### config.mk
export PLATFORM = sky130hd
export DESIGN_NAME = wptr_full_lvl
export DESIGN_NICKNAME = d
export VERILOG_FILES = /design/src/rtl/wptr_full_lvl.sv
export SDC_FILE = /design/constraint.sdc
export NUM_CORES = 1
export LEC_CHECK = 0
export CORE_UTILIZATION = 35
export DETAILED_ROUTE_END_ITERATION = 10
export HOLD_SLACK_MARGIN = 0.03
export PLACE_DENSITY = 0.6
export SYNTH_ARGS = -nofsm -noshare
export SYNTH_HDL_FRONTEND = slang
export SYNTH_SLANG_ARGS = --single-unit
### constraint.sdc
create_clock -name wclk -period 3.4 [get_ports wclk]
set_clock_uncertainty 0.1 [all_clocks]
set_input_delay 1.02 -clock wclk [delete_from_list [all_inputs] [get_ports wclk]]
set_output_delay 1.02 -clock wclk [all_outputs]
set_load 0.02 [all_outputs]
### src/rtl/wptr_full_lvl.sv
// wptr_full_lvl: write-domain pointer and flag generator for an async FIFO.
// Keeps the binary/Gray write pointers, registered full, almost-full and
// occupancy, and drives the RAM write strobe and address.
// Optional feature: define WPTR_OVF_EN to build the sticky overflow flag
// (woverflow); without it woverflow is tied low and wovf_clr is ignored.

module wptr_full_lvl #(
  parameter int ADDRSIZE = 4
) (
  input  logic                wclk,
  input  logic                wrst_n,
  input  logic                winc,
  input  logic [ADDRSIZE:0]   wq2_rptr,
  input  logic [ADDRSIZE:0]   wafull_thresh,
  input  logic                wovf_clr,
  output logic                wen,
  output logic [ADDRSIZE-1:0] waddr,
  output logic [ADDRSIZE:0]   wptr,
  output logic                wfull,
  output logic                wafull,
  output logic [ADDRSIZE:0]   wlevel,
  output logic                woverflow
);

  // Binary to reflected Gray code.
  function automatic logic [ADDRSIZE:0] bin2gray(input logic [ADDRSIZE:0] b);
    return (b >> 1) ^ b;
  endfunction

  // Gray to binary as an XOR prefix running from the MSB down.
  function automatic logic [ADDRSIZE:0] gray2bin(input logic [ADDRSIZE:0] g);
    logic [ADDRSIZE:0] b;
    b[ADDRSIZE] = g[ADDRSIZE];
    for (int i = ADDRSIZE - 1; i >= 0; i--) begin
      b[i] = b[i+1] ^ g[i];
    end
    return b;
  endfunction

  logic [ADDRSIZE:0] wbin_r;
  logic [ADDRSIZE:0] wptr_r;
  logic              wfull_r;
  logic              wafull_r;
  logic [ADDRSIZE:0] wlevel_r;

  logic              wen_s;
  logic [ADDRSIZE:0] wbinnext_s;
  logic [ADDRSIZE:0] wgraynext_s;
  logic [ADDRSIZE:0] wq2_rbin_s;
  logic [ADDRSIZE:0] levnext_s;
  logic [ADDRSIZE:0] full_cmp_s;
  logic              wfullnext_s;
  logic              wafullnext_s;

  // Next-pointer, level and flag computation from the current state and inputs.
  always_comb begin
    wen_s         = winc & ~wfull_r;
    wbinnext_s    = wbin_r + {{ADDRSIZE{1'b0}}, wen_s};
    wgraynext_s   = bin2gray(wbinnext_s);
    wq2_rbin_s    = gray2bin(wq2_rptr);
    levnext_s     = wbinnext_s - wq2_rbin_s;
    // Full when the write pointer is exactly one lap ahead: the top two Gray
    // bits differ from the read pointer's and the rest match.
    full_cmp_s    = {~wq2_rptr[ADDRSIZE:ADDRSIZE-1], wq2_rptr[ADDRSIZE-2:0]};
    wfullnext_s   = (wgraynext_s == full_cmp_s);
    wafullnext_s  = (levnext_s >= wafull_thresh);
  end

  // Pointer, level and flag registers; async reset clears everything at once.
  always_ff @(posedge wclk or negedge wrst_n) begin
    if (!wrst_n) begin
      wbin_r   <= {(ADDRSIZE+1){1'b0}};
      wptr_r   <= {(ADDRSIZE+1){1'b0}};
      wfull_r  <= 1'b0;
      wafull_r <= 1'b0;
      wlevel_r <= {(ADDRSIZE+1){1'b0}};
    end else begin
      wbin_r   <= wbinnext_s;
      wptr_r   <= wgraynext_s;
      wfull_r  <= wfullnext_s;
      wafull_r <= wafullnext_s;
      wlevel_r <= levnext_s;
    end
  end

`ifdef WPTR_OVF_EN
  logic woverflow_r;

  // Sticky overflow: a blocked write sets it, wovf_clr clears it, set wins.
  always_ff @(posedge wclk or negedge wrst_n) begin
    if (!wrst_n) begin
      woverflow_r <= 1'b0;
    end else if (winc & wfull_r) begin
      woverflow_r <= 1'b1;
    end else if (wovf_clr) begin
      woverflow_r <= 1'b0;
    end else begin
      woverflow_r <= woverflow_r;
    end
  end

  assign woverflow = woverflow_r;
`else
  logic unused_wovf_clr_s;

  assign unused_wovf_clr_s = wovf_clr;
  assign woverflow         = 1'b0;
`endif

  assign wen    = wen_s;
  assign waddr  = wbin_r[ADDRSIZE-1:0];
  assign wptr   = wptr_r;
  assign wfull  = wfull_r;
  assign wafull = wafull_r;
  assign wlevel = wlevel_r;

  wptr_full_lvl_chk #(
    .ADDRSIZE (ADDRSIZE)
  ) u_chk (
    .wclk   (wclk),
    .wrst_n (wrst_n),
    .wen    (wen_s),
    .wfull  (wfull_r),
    .wptr   (wptr_r),
    .wlevel (wlevel_r)
  );

endmodule

// Property checker for the write-side pointer block.
module wptr_full_lvl_chk #(
  parameter int ADDRSIZE = 4
) (
  input logic              wclk,
  input logic              wrst_n,
  input logic              wen,
  input logic              wfull,
  input logic [ADDRSIZE:0] wptr,
  input logic [ADDRSIZE:0] wlevel
);

  localparam logic [ADDRSIZE:0] DEPTH_L = {1'b1, {ADDRSIZE{1'b0}}};

  // The Gray pointer crosses clock domains, so it may flip at most one bit.
  a_gray_step: assert property (@(posedge wclk) disable iff (!wrst_n)
    $onehot0(wptr ^ $past(wptr)));

  // Occupancy never exceeds the RAM depth.
  a_level_range: assert property (@(posedge wclk) disable iff (!wrst_n)
    wlevel <= DEPTH_L);

  // No RAM write strobe while full.
  a_wen_gate: assert property (@(posedge wclk) disable iff (!wrst_n)
    !(wen && wfull));

  // Full and a level of DEPTH describe the same condition.
  a_full_level: assert property (@(posedge wclk) disable iff (!wrst_n)
    wfull == (wlevel == DEPTH_L));

endmodule

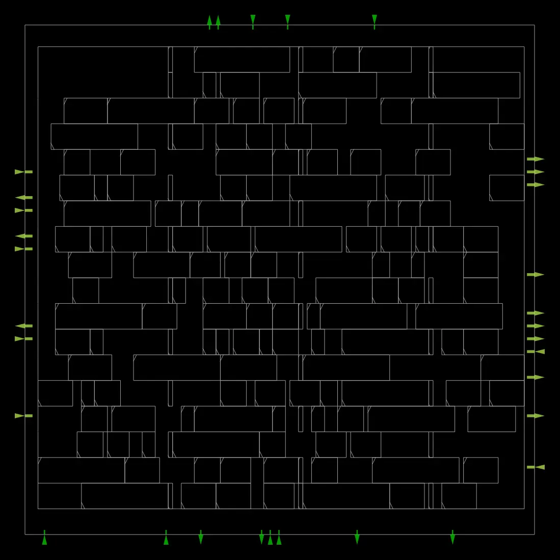
(images/placed.png)
area of the core region: 2520 um^2
flip-flop and latch share of the layout cell area: 25.4%
placement row count: 18
Filler cells: 233
core utilization of the finished layout: 62.6%

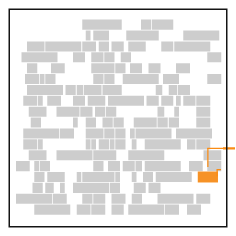
(images/port_trees.png)
Scale: 4 px per um.
Key: `winc` = orange [direction input, edge right, end cells 1, buffers 1, wire 11.6 um]

==> flow_summary.json <==
{
  "run_status": "finished, final reports clean",
  "seq_power_share_pct": 20.1,
  "clock.latency.late_pin_ps": 280,
  "power_in_the_clock_group_w": 0.000128,
  "fp-utilization_pct": 37.5,
  "finish.net_count": 164,
  "maxUsedRoutingLayer": "met4",
  "worst-r2r-setup-slack_ps": 810,
  "cts_inserted_buffers": 3,
  "clock-root-buffer": "sky130_fd_sc_hd__clkbuf_4",
  "synth-async-reset-ratio_pct": 100,
  "edf_count": 0,
  "switchingPower_w": 0.000737,
  "numSynthFlops": 16,
  "cts.repair_timing.setup_buffer_count": 6,
  "top_cells_by_count": "sky130_fd_sc_hd__dfrtp_1, sky130_fd_sc_hd__ha_1, sky130_fd_sc_hd__inv_1, sky130_fd_sc_hd__xnor2_1, sky130_fd_sc_hd__xor2_1",
  "worst-path-buf-inv": 3,
  "most_frequent_standard_cell_in_the_layout_excluding_fill_and_tap_cells": "sky130_fd_sc_hd__clkdlybuf4s50_1",
  "clock_tree.htree_level_count": 1,
  "wl_met1_um": 823,
  "largest_net_degree_at_the_start_of_global_routing": 17,
  "gp_routability_congestion": 0.733,
  "synth_sequential_area_ratio_pct": 42.3,
  "groute.usage.overall_pct": 16.2,
  "grt.overflow.total": 0,
  "synth_compound_gate_area_share_pct": 7.94,
  "drtPass1Iterations": 2,
  "rsz0062_at_grt": "true",
  "count_of_pins_on_the_block_boundary": 32,
  "grt_pass1_wl_mm": 3.24,
  "detail-route-antenna-nets": 0,
  "critPathTopFamily": "adder cells",
  "post_route_wl_mm": 1.90,
  "largest_class": "combinational gates",
  "io_buffer_count": 29,
  "r2r_path_end": "wafull",
  "signal_buffer_area_fraction_pct": 28.8,
  "comb-cell-share_pct": 38.6,
  "leakage_nw": 0.768,
  "max_stage_delay_ps": 530,
  "worstSetupStartpoint": "winc",
  "n_clock_buffer": 4,
  "ys_area_um2": 946,
  "layout.cells.most_common_list": "sky130_fd_sc_hd__clkdlybuf4s50_1, sky130_fd_sc_hd__buf_4, sky130_fd_sc_hd__dfrtp_1",
  "floorplan.die.width_um": 54.0,
  "final_hold_viols": 0,
  "clockBufferDepth": 2,
  "final.period_utilization_pct": 99.1,
  "antenna_found_initial": 0
}
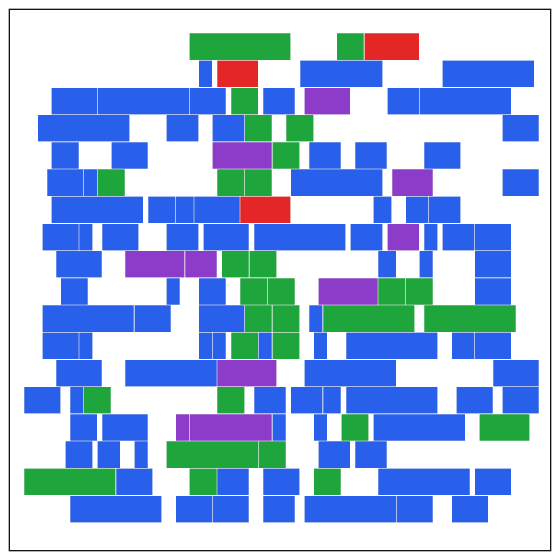
(images/sizing.png)
Scale: 10 px per um.
Key: x2 = purple [cells 10, most used xor2_2]; x3 and x4 = green [cells 30, most used buf_4]; x1 and smaller = blue [cells 94, most used clkdlybuf4s50_1]; x6 and larger = red [cells 3]

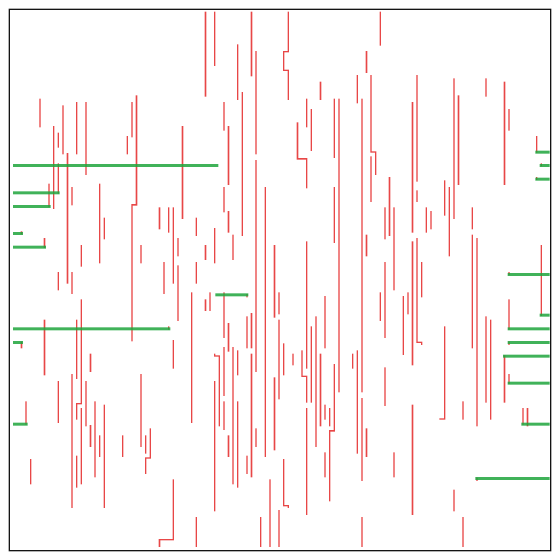
(images/layers.png)
Scale: 10 px per um. Only two layers are drawn.
Key: M3 = green [wire length 85.3 um]; M2 = red [wire length 978 um]

